### The metal 1 layer, run 1

Supply wires on this layer in grey.
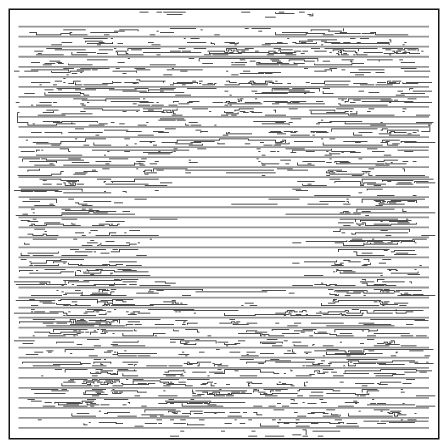
### Met2 routing, run 1

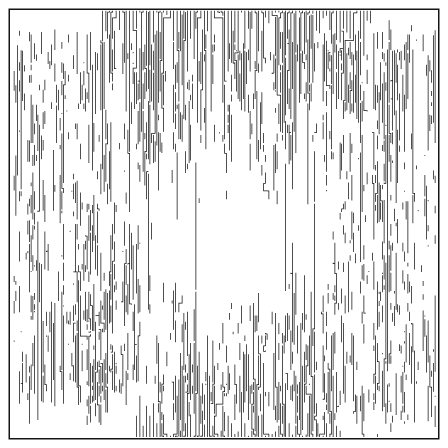
### Signal wires on met3, run 1

The bar under the picture is 20 um long.
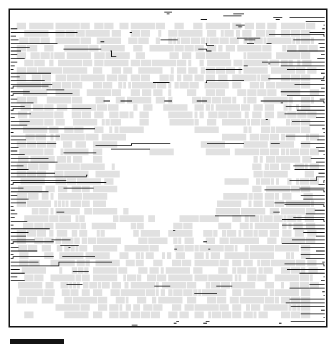
File: src/rtl/alu_arbiter.sv
// alu_arbiter: shares one single-cycle ALU between two valid/ready requesters.
// Each request is registered, presented to the ALU for one cycle, and the
// captured result is returned to the granted port. The interface is
// IDLE -> EXEC -> RESP, so at most one operation completes every three cycles.
//
// Build option ALU_ARB_RR_EN:
//   defined   - round-robin; after each grant, the other port gets priority.
//   undefined - fixed priority; port 0 wins whenever both ports request.
//
// state | meaning
// IDLE  | accept one request; ALU inputs keep the last operands
// EXEC  | ALU evaluates the registered op; result captured at end of cycle
// RESP  | rsp_valid to granted port until it asserts rsp_ready
module alu_arbiter #(
  parameter int WIDTH = 32,
  parameter int CNTW  = 16
) (
  input  logic             clk,
  input  logic             rst_n,
  input  logic             req_valid0,
  input  logic             req_valid1,
  output logic             req_ready0,
  output logic             req_ready1,
  input  logic [2:0]       req_op0,
  input  logic [2:0]       req_op1,
  input  logic [WIDTH-1:0] req_a0,
  input  logic [WIDTH-1:0] req_a1,
  input  logic [WIDTH-1:0] req_b0,
  input  logic [WIDTH-1:0] req_b1,
  output logic             rsp_valid0,
  output logic             rsp_valid1,
  input  logic             rsp_ready0,
  input  logic             rsp_ready1,
  output logic [WIDTH-1:0] rsp_result,
  output logic             rsp_zero,
  output logic [2:0]       alucontrol,
  output logic [WIDTH-1:0] srca,
  output logic [WIDTH-1:0] srcb,
  input  logic [WIDTH-1:0] aluresult,
  input  logic             zero,
  output logic             busy,
  output logic [CNTW-1:0]  op_count
);

  typedef enum logic [1:0] {
    IDLE = 2'd0,
    EXEC = 2'd1,
    RESP = 2'd2
  } state_t;

  localparam logic [CNTW-1:0] CNT_ONE = {{(CNTW-1){1'b0}}, 1'b1};

  state_t           state_q, state_d;
  logic             grant_q, grant_d;
  logic [2:0]       op_q, op_d;
  logic [WIDTH-1:0] a_q, a_d;
  logic [WIDTH-1:0] b_q, b_d;
  logic [WIDTH-1:0] res_q, res_d;
  logic             zero_q, zero_d;
  logic [CNTW-1:0]  cnt_q, cnt_d;
  logic             pri;
  logic             hs0, hs1;
  logic             rsp_taken;

`ifdef ALU_ARB_RR_EN
  logic pri_q, pri_d;

  assign pri = pri_q;

  // Priority flips to the port that was not just granted.
  always_comb begin
    pri_d = pri_q;
    if (hs0) begin
      pri_d = 1'b1;
    end else if (hs1) begin
      pri_d = 1'b0;
    end
  end

  // Round-robin priority register.
  always_ff @(posedge clk or negedge rst_n) begin
    if (!rst_n) begin
      pri_q <= 1'b0;
    end else begin
      pri_q <= pri_d;
    end
  end
`else
  assign pri = 1'b0;
`endif

  // Request acceptance: only in IDLE, priority port wins a collision.
  always_comb begin
    req_ready0 = 1'b0;
    req_ready1 = 1'b0;
    if (state_q == IDLE) begin
      req_ready0 = !pri || !req_valid1;
      req_ready1 = pri || !req_valid0;
    end
  end

  assign hs0       = req_valid0 && req_ready0;
  assign hs1       = req_valid1 && req_ready1;
  assign rsp_taken = grant_q ? rsp_ready1 : rsp_ready0;

  // Next-state and datapath register updates.
  always_comb begin
    state_d = state_q;
    grant_d = grant_q;
    op_d    = op_q;
    a_d     = a_q;
    b_d     = b_q;
    res_d   = res_q;
    zero_d  = zero_q;
    cnt_d   = cnt_q;
    case (state_q)
      IDLE: begin
        if (hs0) begin
          grant_d = 1'b0;
          op_d    = req_op0;
          a_d     = req_a0;
          b_d     = req_b0;
          state_d = EXEC;
        end else if (hs1) begin
          grant_d = 1'b1;
          op_d    = req_op1;
          a_d     = req_a1;
          b_d     = req_b1;
          state_d = EXEC;
        end
      end
      EXEC: begin
        res_d   = aluresult;
        zero_d  = zero;
        state_d = RESP;
      end
      RESP: begin
        if (rsp_taken) begin
          cnt_d   = cnt_q + CNT_ONE;
          state_d = IDLE;
        end
      end
      default: begin
        state_d = IDLE;
      end
    endcase
  end

  // State and datapath registers.
  always_ff @(posedge clk or negedge rst_n) begin
    if (!rst_n) begin
      state_q <= IDLE;
      grant_q <= 1'b0;
      op_q    <= 3'b000;
      a_q     <= '0;
      b_q     <= '0;
      res_q   <= '0;
      zero_q  <= 1'b0;
      cnt_q   <= '0;
    end else begin
      state_q <= state_d;
      grant_q <= grant_d;
      op_q    <= op_d;
      a_q     <= a_d;
      b_q     <= b_d;
      res_q   <= res_d;
      zero_q  <= zero_d;
      cnt_q   <= cnt_d;
    end
  end

  assign alucontrol = op_q;
  assign srca       = a_q;
  assign srcb       = b_q;
  assign rsp_result = res_q;
  assign rsp_zero   = zero_q;
  assign rsp_valid0 = (state_q == RESP) && !grant_q;
  assign rsp_valid1 = (state_q == RESP) && grant_q;
  assign busy       = (state_q != IDLE);
  assign op_count   = cnt_q;

endmodule
File: config.mk
export PLATFORM = sky130hd
export DESIGN_NAME = alu_arbiter
export DESIGN_NICKNAME = d
export VERILOG_FILES = /design/src/rtl/alu_arbiter.sv
export SDC_FILE = /design/constraint.sdc
export NUM_CORES = 1
export LEC_CHECK = 0
export CAP_MARGIN = 10
export CORE_MARGIN = 2
export CORE_UTILIZATION = 41
export CTS_CLUSTER_DIAMETER = 50
export DETAILED_ROUTE_END_ITERATION = 8
export GPL_ROUTABILITY_DRIVEN = 0
export HOLD_SLACK_MARGIN = 0.05
export PLACE_DENSITY = 0.85
export SYNTH_ARGS = -nofsm -noshare
export SYNTH_HDL_FRONTEND = slang
export SYNTH_SLANG_ARGS = --single-unit
File: constraint.sdc
create_clock -name clk -period 2.27 [get_ports clk]
set_input_delay 0.3405 -clock clk [delete_from_list [all_inputs] [get_ports clk]]
set_output_delay 0.3405 -clock clk [all_outputs]
set_load 0.05 [all_outputs]
==> CHANGELOG.md, run 1 <==
### Changed

- Synth top cells by count: 119 x dfrtp_1, 71 x nand2_1, 68 x mux2i_1, 60 x o21ai_0, 34 x mux2_2
- Pwr Total: between 10 and 15 mW
- First-pass GRT wire length: 24,600 um
- Site Rows: 40
- DR WL/cell: approximately 18 um
- DRC: 0
- RSZ-0062 raised after global routing: no
- Vias/cell: 5.00
- Cts repair resizes: 0
- Crit Path Category: reg -> out
- Crit share post-route: 95.6%
- Most frequent cell after synthesis: dfrtp_1
- Mapped Cells: 437
- Final clock skew: around 0.004 ns
- Worst EP arrival: 1.83 ns
- Most numerous logic cell after layout: clkdlybuf4s50_1
- Cts hold-fix bufs: 0
- Critical Path Start Type: register
- Avg Cell Area, Syn: between 10 and 15 sq um
- Cell type with the largest total area: dfrtp_1
- Setup Buffers After CTS: 0
- CTS tree: yes
- Synth async-reset ratio: 100%
- Design area: a little under 9000 sq um
- Cell variety after synth: 26
- DRT antenna net count: 0
- Max incr delay on CP: between 0.8 and 0.9 ns
- Leak: 3.57 nW
- Pre-antenna DRT Iters: 5
- Antenna Cells: 0
- Fin nets: 903
- Most frequent cells in the layout: 289 x clkdlybuf4s50_1, 119 x dfrtp_1, 71 x nand2_1
- GRT Total Usage: 24.3%
- Yosys Instances: 437
- CTS Buf Count: 17
- Hold Slack: 0.0289 ns
- Reg2Reg Setup Slack: 0.59 ns
- Yosys synthesis chip area: 5150 sq um
- Port Buffer Count: 293
- Register share after synthesis: approximately 58%
- Die width: approximately 120 um
- Initial antenna violation count: 0
- Top-area cell share: 57.9%
- Fp util: 42.5%
- Reg clk slew, reported paths: around 0.050 ns
- Latency at later pin: 0.41 ns
- Pin count of the biggest net entering global routing: between 100 and 150
- Cell-by-cell trace of the critical path: nor2_2 > clkdlybuf4s50_1
- Vias in the first global route: 4,788
- Status: finished clean
- Die area: 13,500 sq um
- CTS Buffer Depth: 2
- Clock sinks: 119
- Final non-filler cell total: just over 900
- Synth Flop Type: dfrtp_1
- Tool warnings: 28
- CP max stage cell: clkdlybuf4s50_1
- Hold crit path type: in -> async
- Worst-margin pin slew: approximately 0.63 ns
- Post-DP HPWL: around 12,000 um
- Placed cells: 878
- Crit path max-delay family: buffers and inverters
- Synthesized area: ~5100 sq um
- Top cells by area: dfrtp_1 58%, mux2i_1 13%, mux2_2 7.4%
- Max Slew Vio Count: 0
- Max_cap viols: 0
- FMAX: around 460 MHz
- Post-synth EDFFs: 0
- Worst EP required: 1.93 ns
- Synthesized registers: about 120
- PwrDens: 1640 nW/um^2
- Buf/Inv on CP: 1
- Layout area overhead: 71.1%
- Period minus WS final: about 2.2 ns
- I/O pin cnt: 294
- CP Capture Type: output port
- Post-DP Area: 8250 sq um
- Clk Tree Root Cell: clkbuf_16
- Core area: between 10,000 and 15,000 sq um
- Setup TNS: 0 ns
- Dpl ws: roughly 0.35 ns
- Ys Warns: 0
- Worst-path fanout max: 4
- Final setup viols: 0
- PnR worst setup slack: 0.0992 ns
- Worst VDD drop: 1.07 mV
- Post-Route Utilization: 72.7%
- H-Tree Depth: 4
- Hold Fails Final Rpt: 0
- Post-Syn Nets: just over 600
- Detailed Route Iter0 Violations: between 200 and 250
- Vert. Die Dim: 116 um
- Slew margin rel.: 56.9%
- Share of layout cells above drive strength 1: a little over a tenth
- Total gr overflow: 0
About 'The metal 1 layer':
main direction = horizontal
wire length on this layer = 5,780 um
routing usage on met1: 25.0%
Detailed Route WL: 16,300 um
via count: 4,539

About 'Met2 routing':
longest straight run = 87.0 um
nets with wire on the layer = 805

About 'Signal wires on met3':
main direction = horizontal
longest straight run = 34.0 um
wire length on this layer = 1,610 um
nets with wire on the layer = 183

## run 1: final timing paths
kind                              start              to  cells past startpoint
setup reg to reg             state_q[0]    op_count[15]                      4
hold / removal                    rst_n        srcb[15]                      2
min in group clk             req_b0[30]        srcb[30]                      3
hold reg to reg            op_count[15]    op_count[15]                      1
max in group asynchronous         rst_n  rsp_result[25]                      2
setup / recovery             state_q[1]      req_ready0                      2
## run 1: sequential cells by signal, indices dropped and copies added, names as in the netlist
signal      flops
srca           32
srcb           32
op_count       16
rsp_result     32
state_q         2
rsp_zero        1
alucontrol      3
grant_q         1
## run 1: routing by layer
metal	track usage, %	vias up	wire length, um	share of wire [%]
met5	0	-	0	0
met4	12.1	0	637	3.9
met3	10.3	49	1610	9.9
met2	42.6	231	8270	51
met1	25.0	2164	5780	35
li1	-	2095	-	-
## run 1: kinds of logic (layout without fill, tap and decap cells)
family / after synthesis / after routing / synth area share, %
DFF: 119 / 119 / 57.9
and+or+nand+nor: 102 / 102 / 8.85
adders and majority gates: 1 / 1 / 0.243
AOI/OAI and AO/OA: 68 / 68 / 6.61
buffers and inverters: 30 / 332 / 3.21
muxes: 102 / 102 / 20.7
xor gates and xnor gates: 15 / 15 / 2.55
## run 1: layout make-up
cell class | count | area (sq um)
inverter | 3 | 11.3
tap | 168 | 210
timing repair buffer | 300 | 3040
sequential | 119 | 2980
clock buffer | 26 | 519
fill | 848 | 3300
multi-input combinational | 288 | 2010
clock inverter | 3 | 40.0
## run 1: report_power, final
group,internal [mW],switching [mW]
logic,2.95,5.28
registers,3.12,0.586
clock network,1.66,0.878
total,7.72,6.74
## Run 2: what changed since run 1
Settings changed: CORE_AREA from default to 2 2 114 116, CORE_MARGIN 2 to default, CORE_UTILIZATION 41 to default, DIE_AREA from default to 0 0 116 118, DONT_BUFFER_PORTS from default to 1, PLACE_DENSITY 0.85 to default.
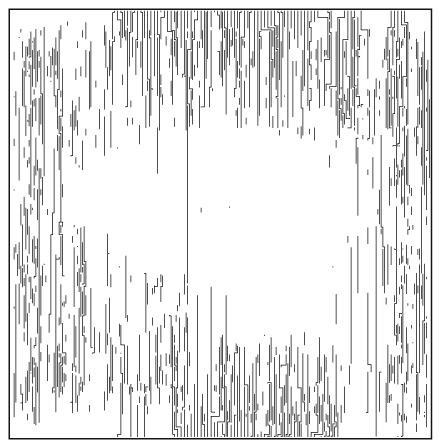
*Met2 routing, run 2*
share of all routed wire = 51%
longest straight run = 70.0 um
nets with wire on the layer = 577

==> run 2 against run 1 <==
The run now ends with negative hold slack left; critical path type unchanged; clock power rose by 12%; register-to-register slack got worse by 0.03 ns; synthesized area did not move; synthesized cell count did not move; final cell count fell by 24%; highest routed layer unchanged; largest power group is now sequential cells.
==> CHANGELOG.md, run 2 <==
### Changed

- Status: complete, but fails checks
- Failing checks: negative hold slack
- Worst EP arrival: 1.51 ns (-0.32 ns)
- Total gr overflow: 0 (unchanged)
- I/O pin cnt: 294 (unchanged)
- Setup TNS: 0 ns (unchanged)
- Top-area cell share: 57.9% (unchanged)
- Antenna Cells: 0 (unchanged)
- Clk Tree Root Cell: clkbuf_16
- Tool warnings: 30 (+7.1%)
- Cts hold-fix bufs: 51 (+51)
- Routing usage on met1: 18.4% (-6.6 points)
- CTS tree: yes
- First-pass GRT wire length: 18,900 um (-23%)
- Worst-margin pin slew: 0.572 ns (-0.0569 ns)
- Detailed Route Iter0 Violations: 164 (-21%)
- Hold Fails Final Rpt: 119 (+119)
- Met2 Usage GRT: 31.4% (-11 points)
- CP Capture Type: output port
- P_sw: 6.36 mW (-5.6%)
- Vias in the first global route: 3,765 (-21%)
- Vert. Die Dim: 118 um (+1.7%)
- GRT Total Usage: 18.2% (-6.1 points)
- Avg Cell Area, Syn: 11.8 sq um (unchanged)
- Net Sw Frac: 50.5% (+3.9 points)
- Synthesized registers: 119 (unchanged)
- Post-DP HPWL: 8840 um (-25%)
- Die width: 116 um (about the same)
- Clock power frac: 22.6% (+5.1 points)
- Cell type with the largest total area: dfrtp_1
- Cts repair resizes: 0 (unchanged)
- Most numerous logic cell after layout: dfrtp_1
- Worst VDD drop: 0.947 mV (-12%)
- Mapped Cells: 437 (unchanged)
- Internal: 6.24 mW (-19%)
- RSZ-0062 raised after global routing: no
- FMAX: 542 MHz (+18%)
- Die area: 13,700 sq um (+1.7%)
- Ys Warns: 0 (unchanged)
- Comb pwr share: 21.6% (-35 points)
- Critical Path Start Type: register
- Fin nets: 676 (-25%)
- Reg2Reg Setup Slack: 0.56 ns (-0.03 ns)
- Reg2reg path depth: 5 (+1)
- Crit Path Category: reg -> out
- Hold Slack: -0.374 ns (-0.403 ns)
- H-Tree Depth: 4 (unchanged)
- Gr busiest metal: met2
- Most frequent cells in the layout: 119 x dfrtp_1, 71 x nand2_1, 68 x mux2i_1
- Synth async-reset ratio: 100% (unchanged)
- DRT antenna net count: 0 (unchanged)
- Crit share post-route: 81.4% (-14 points)
- Detailed Route WL: 12,800 um (-22%)
- Worst EP required: 1.93 ns (about the same)
- Reg power frac: 55.8% (+30 points)
- Reg2reg start: state_q[1]
- Reg clk slew, reported paths: 0.05 ns (about the same)
- Most frequent cell after synthesis: dfrtp_1
- Layout area overhead: 27.3%
- Pre-antenna DRT Iters: 4 (-1)
- Yosys synthesis chip area: 5150 sq um (unchanged)
- Post-synth EDFFs: 0 (unchanged)
- Met3 Use GR: 8.03% (-2.2 points)
- Worst-path fanout max: 3 (-1)
- Setup crit end: req_ready1
- Reg2reg end: srcb[13]
- Vias/cell: 5.14 (+2.7%)
- Share of layout cells above drive strength 1: 17.9% (+7.3 points)
- Synthesized area: 5150 sq um (unchanged)
- Port Buffer Count: 0 (-100%)
- Register share after synthesis: 57.9% (unchanged)
- Max_cap viols: 0 (unchanged)
- Critical Path Start: state_q[1]
- Period minus WS final: 1.85 ns (-0.324 ns)
- Synth top cells by count: 119 x dfrtp_1, 71 x nand2_1, 68 x mux2i_1, 60 x o21ai_0, 34 x mux2_2
- Pin count of the biggest net entering global routing: 120 (unchanged)
- Synth Flop Type: dfrtp_1
- Site Rows: 41 (+2.5%)
- Leak: 2.74 nW (-23%)
- CTS Buffer Depth: 2 (unchanged)
- PwrDens: 1920 nW/um^2 (+17%)
- Core area: 12,400 sq um (+2.5%)
- Post-Syn Nets: 611 (unchanged)
- Initial antenna violation count: 0 (unchanged)
- CTS Buf Count: 17 (unchanged)
- Hold crit path type: in -> async
- DRC: 0 (unchanged)
- Slew margin rel.: 61.9% (+5.0 points)
- Max Slew Vio Count: 0 (unchanged)
- Fp util: 41.5% (-1.0 points)
- Final setup viols: 0 (unchanged)
- Setup Buffers After CTS: 0 (unchanged)
- Cell variety after synth: 26 (unchanged)
- DR WL/cell: 18.6 um (+3.6%)
- Via count: 3,530 (-22%)
- Top cells by area: dfrtp_1 58%, mux2i_1 13%, mux2_2 7.4%
- Post-Route Utilization: 52.8% (-20 points)
- Yosys Instances: 437 (unchanged)
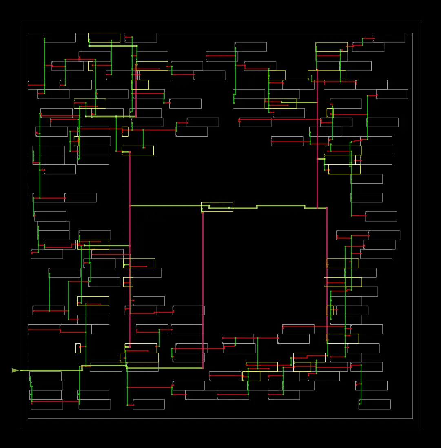
*Clock routing, run 2*
clock sinks: 119
Latency at later pin: 0.41 ns
final clock skew: 0.00686 ns
layout clock buffer count: 24

run 2: power groups by stage:
stage / clock network [mW] / logic [mW] / registers [mW]
global route: 3.01 / 3.01 / 7.13
CTS: 2.91 / 2.75 / 7.04
detailed placement: 0 / 2.69 / 7.07
finish: 2.84 / 2.73 / 7.03
global placement: 0 / 2.56 / 7.06
floorplan: 0 / 2.05 / 6.96
run 2: cell families after synthesis:
| family | after synthesis | share of synthesized area [%] |
|---|---|---|
| AND-OR/OR-AND | 68 | 6.61 |
| XOR/XNOR | 15 | 2.55 |
| adder cells (fa/ha/maj) | 1 | 0.243 |
| buffers and inverters | 30 | 3.21 |
| flip-flops | 119 | 57.9 |
| multiplexers | 102 | 20.7 |
| AND/OR/NAND/NOR | 102 | 8.85 |
run 2: layout make-up:
| class | count | area [sq um] |
|---|---|---|
| clock buffer | 24 | 492 |
| clock inverter | 8 | 143 |
| fill | 1097 | 5860 |
| inverter | 3 | 11.3 |
| multi-input combinational | 288 | 2010 |
| sequential | 119 | 2980 |
| tap | 172 | 215 |
| timing repair buffer | 73 | 701 |
run 2: through the flow:
step	instances	setup WS (ns)	area (sq um)	power, mW
floorplan	437	0.139	5150	9.01
global placement	604	0.648	5410	9.63
detailed placement	604	0.579	5410	9.76
CTS	687	0.388	6550	12.7
global route	687	0.297	6550	13.1
finish	687	0.423	6550	12.6
run 2: metal layers:
metal | up-vias | part of all wire, %
met2 | 203 | 51
met4 | 0 | 2.5
met3 | 26 | 11
met1 | 1663 | 36
li1 | 1638 | -
met5 | - | 0
run 2: critical path, stage by stage (launching register included):
cell and delay (ns):
dfrtp_1 0.39, nor2_2 0.13, buf_4 0.23, inv_1 0.09, nor2_2 0.07, buf_4 0.19
## Run 3: what changed since run 2
Clock period 2.27 ns to 1.61 ns, I/O delays scaled along.
==> run 3 against run 2 <==
The flow now stops in clock tree synthesis; synthesized cell count unchanged; synthesized area unchanged.
==> CHANGELOG.md, run 3 <==
## Implementation

- Port Buffer Count: 0 (unchanged)
- Top-area cell share: 57.9% (unchanged)
- Synth top cells by count: 119 x dfrtp_1, 71 x nand2_1, 68 x mux2i_1, 60 x o21ai_0, 34 x mux2_2
- Post-DP Area: 5850 sq um (+8.2%)
- Top cells by area: dfrtp_1 58%, mux2i_1 13%, mux2_2 7.4%
- Vert. Die Dim: 118 um (unchanged)
- Clock sinks: 119 (unchanged)
- Synthesized area: 5150 sq um (unchanged)
- H-Tree Depth: 4 (unchanged)
- Cts hold-fix bufs: 138 (+170%)
- CTS Buf Count: 17 (unchanged)
- Placed cells: 654 (+8.3%)
- Stop stage: clock tree synthesis
- Synth async-reset ratio: 100% (unchanged)
- Post-DP HPWL: 9570 um (+8.3%)
- Yosys synthesis chip area: 5150 sq um (unchanged)
- Site Rows: 41 (unchanged)
- Ys Warns: 0 (unchanged)
- Synthesized registers: 119 (unchanged)
- Cts repair resizes: 23 (+23)
- Cell type with the largest total area: dfrtp_1
- Post-synth EDFFs: 0 (unchanged)
- Most frequent cell after synthesis: dfrtp_1
- Die width: 116 um (unchanged)
- Error: [ERROR RSZ-0060] Max buffer count reached.
- Avg Cell Area, Syn: 11.8 sq um (unchanged)
- CTS Buffer Depth: 2 (unchanged)
- Synth Flop Type: dfrtp_1
- Fp util: 41.5% (unchanged)
- Dpl ws: 0.0228 ns (-0.556 ns)
- Clk Tree Root Cell: clkbuf_16
- Yosys Instances: 437 (unchanged)
- Mapped Cells: 437 (unchanged)
- Status: stopped before the end
- Setup Buffers After CTS: 1 (+1)
- Cell variety after synth: 26 (unchanged)
- Register share after synthesis: 57.9% (unchanged)
- Post-Syn Nets: 611 (unchanged)
- I/O pin cnt: 294 (unchanged)
run 3: cell counts after synthesis:
No cell type changed its count.
run 3: logic make-up after synthesis:
| group | after synthesis | synth area share (%) |
|---|---|---|
| AOI/OAI and AO/OA | 68 | 6.61 |
| xor gates and xnor gates | 15 | 2.55 |
| adders and majority gates | 1 | 0.243 |
| buffers and inverters | 30 | 3.21 |
| DFF | 119 | 57.9 |
| muxes | 102 | 20.7 |
| and+or+nand+nor | 102 | 8.85 |
## Run 4: what changed since run 3
Settings changed: CORE_AREA 2 2 114 116 to default, CORE_MARGIN from default to 2, CORE_UTILIZATION from default to 40, CTS_CLUSTER_DIAMETER 50 to default, DIE_AREA 0 0 116 118 to default, HOLD_SLACK_MARGIN 0.05 to default, PLACE_DENSITY_LB_ADDON from default to 0.15.
Clock period 1.61 ns to 2.09 ns, I/O delays scaled along.
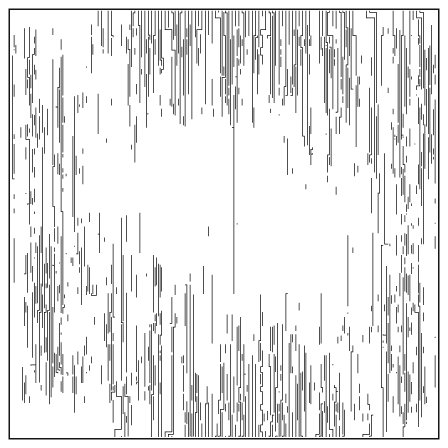
*Met2 routing, run 4*
nets with wire on the layer = 543
wire length on this layer = 6,490 um
share of all routed wire = 52%
main direction = vertical
longest straight run = 54.4 um

==> run 4 against run 3 <==
The run now ends with negative hold slack left; synthesized area is the same; synthesized cell count is the same.
==> CHANGELOG.md, run 4 <==
### Changed

- Pre-antenna DRT Iters: 4
- Period minus WS final: 1.85 ns
- Cts hold-fix bufs: 12 (-91%)
- Post-DP HPWL: 9110 um (-4.8%)
- Max_cap viols: 0
- Latency at later pin: approximately 0.41 ns
- Vert. Die Dim: 117 um (-0.49%)
- Met3 Use GR: slightly below 10%
- Pin count of the biggest net entering global routing: roughly 120
- Via count: 3,352
- Reg clk slew, reported paths: 0.05 ns
- Layout area overhead: 21.7%
- FMAX: 542 MHz
- Ys Warns: 0 (unchanged)
- Met1 wire length: about 4400 um
- DR WL/cell: ~19 um
- Core area: 12,600 sq um
- Met3 wire len: 1430 um
- First-pass GRT wire length: 19,700 um
- I/O pin cnt: 294 (unchanged)
- PwrDens: 2200 nW/um^2
- Reg2reg start: state_q[1]
- CTS Buf Count: 17 (unchanged)
- Max Slew Vio Count: 0
- DRT antenna net count: 0
- H-Tree Depth: 4 (unchanged)
- Reg2Reg Setup Slack: 0.48 ns
- Synth Flop Type: dfrtp_1
- Top cells by area: dfrtp_1 58%, mux2i_1 13%, mux2_2 7.4%
- Most frequent cells in the layout: 119 x dfrtp_1, 71 x nand2_1, 68 x mux2i_1
- Max incr delay on CP: 0.40 ns
- Initial antenna violation count: 0
- Crit Path Category: reg -> out
- Simple-Gate Area Share: 8.85% (unchanged)
- DRC: 0
- Reg2reg path depth: 5
- Met2 wire len: 6490 um
- Site Rows: 41 (unchanged)
- Top-area cell share: 57.9% (unchanged)
- Vias/cell: 5.15
- Hold Slack: -0.401 ns
- Setup crit end: req_ready1
- Buf/Inv on CP: 3
- Dominant combinational family: multiplexers
- Met2 Usage GRT: a little under a third
- Slew margin rel.: 64.1%
- CP Capture Type: output port
- CTS tree: yes
- Cell type with the largest total area: dfrtp_1
- RSZ-0062 raised after global routing: no
- Worst EP arrival: 1.53 ns
- Clock sinks: 119 (unchanged)
- Top Layer Used: met4
- Gr busiest metal: met2
- Critical Path Start: state_q[1]
- Tool warnings: 30
- Post-synth EDFFs: 0 (unchanged)
- Die area: 13,800 sq um
- Crit path max-delay family: buffers and inverters
- Cell variety after synth: 26 (unchanged)
- Die width: 117 um (+1.2%)
- Clk Tree Root Cell: clkbuf_16
- Detailed Route Iter0 Violations: 173
- Leak: 2.61 nW
- Status: complete, but fails checks
- Synth async-reset ratio: 100% (unchanged)
- Worst-margin pin slew: 0.538 ns
- Crit share post-route: 88.3%
- Hold crit path type: in -> async
- Vias in the first global route: 3,587
- Mapped Cells: 437 (unchanged)
- Cell-by-cell trace of the critical path: nor2_2 > buf_4 > inv_1 > nor2_4 > buf_12
- Synthesized registers: 119 (unchanged)
- Yosys adder share: 0.243% (unchanged)
- Hold Fails Final Rpt: between 100 and 150
- Port Buffer Count: 0 (unchanged)
- Fillers: 1,150
- Avg Cell Area, Syn: 11.8 sq um (unchanged)
- Register share after synthesis: 57.9% (unchanged)
- Mux cell area share: 20.7% (unchanged)
- GRT Total Usage: a little under a fifth
- Fin nets: 640
- Yosys synthesis chip area: 5150 sq um (unchanged)
- Setup TNS: 0 ns
- Cell depth of the worst setup path: 5
- Compound-Gate Fraction of Synth Area: 6.61% (unchanged)
- Routing usage on met1: 19.0%
- Post-Synth XOR/XNOR Area: 2.55% (unchanged)
- Share of layout cells above drive strength 1: just over 20%
- Detailed Route WL: around 13,000 um
- Cts repair resizes: 0 (-100%)
- Reg2reg end: srcb[22]
- CTS Buffer Depth: 2 (unchanged)
- Synthesized area: 5150 sq um (unchanged)
- Design area: 6260 sq um
- Yosys Instances: 437 (unchanged)
- Critical Path Start Type: register
- Most frequent cell after synthesis: dfrtp_1
- Total gr overflow: 0
- Worst VDD drop: approximately 0.94 mV
- Synth top cells by count: 119 x dfrtp_1, 71 x nand2_1, 68 x mux2i_1, 60 x o21ai_0, 34 x mux2_2
- Antenna Cells: 0
- Final setup viols: 0
- CP max stage cell: dfrtp_1
- Fp util: 40.9% (-0.51 points)
- Most numerous logic cell after layout: dfrtp_1
- Worst EP required: between 1.5 and 2 ns
- Failing checks: negative hold slack
- Final clock skew: 0.00419 ns
- Post-Syn Nets: 611 (unchanged)
- Worst-path fanout max: 3
- Post-DP Area: 5470 sq um (-6.5%)
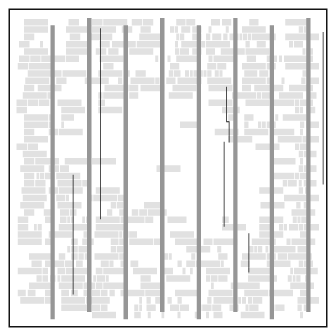
*M4 wires, run 4*
Supply wires on this layer in grey.
main direction = vertical
longest straight run = 70.7 um

==> run 4: kinds of logic after synthesis <==
| logic type | after synthesis |
|---|---|
| adder cells (fa/ha/maj) | 1 |
| flip-flops | 119 |
| AND-OR/OR-AND | 68 |
| AND/OR/NAND/NOR | 102 |
| XOR/XNOR | 15 |
| buffers and inverters | 30 |
| multiplexers | 102 |
==> run 4: worst min path at each step <==
stage / start / to / slack, ns / cells past startpoint
2_1_floorplan: rst_n / alucontrol[0] / 0.02 / 0
3_3_place_gp: rst_n / srca[25] / 0.02 / 0
3_5_place_dp: rst_n / srca[29] / 0.02 / 0
4_1_cts: rst_n / srca[23] / -0.43 / 0
5_1_grt: rst_n / srca[31] / -0.43 / 0
6_report: rst_n / srca[14] / -0.40 / 0
==> run 4: area by class of cell <==
type	instances	area, sq um	share of cell area [%]
inverters	3	11.3	0.180
flip-flops and latches	119	2980	47.5
well taps	172	215	3.44
clock inverters	11	194	3.10
clock buffers	21	480	7.67
repair buffers	37	370	5.91
multi-input cells	288	2020	32.2
==> run 4: timing repair <==
action	4_1_cts	5_1_grt
hold endpoints to repair	131	119
buffers inserted	0	0
setup endpoints to repair	0	0
==> run 4: metrics by stage <==
step	power [mW]	setup slack, ns	util, %	cells	hold WS (ns)
floorplan	9.79	0.119	-	437	0.0179
global placement	10.5	0.490	43.5	607	0.0212
detailed placement	10.6	0.474	43.5	607	0.0225
CTS	13.9	0.204	49.8	651	-0.429
global route	14.4	0.139	49.8	651	-0.432
finish	13.8	0.244	49.8	651	-0.401
==> run 4: power by group <==
group | total, mW | internal, mW | leakage [nW] | switching (mW)
combinational | 2.94 | 1.35 | 0.847 | 1.59
sequential | 7.61 | 3.31 | 1.45 | 4.30
clock | 3.25 | 2.24 | 0.318 | 1.01
total | 13.8 | 6.91 | 2.61 | 6.90
Power and IR drop assume default switching activity.
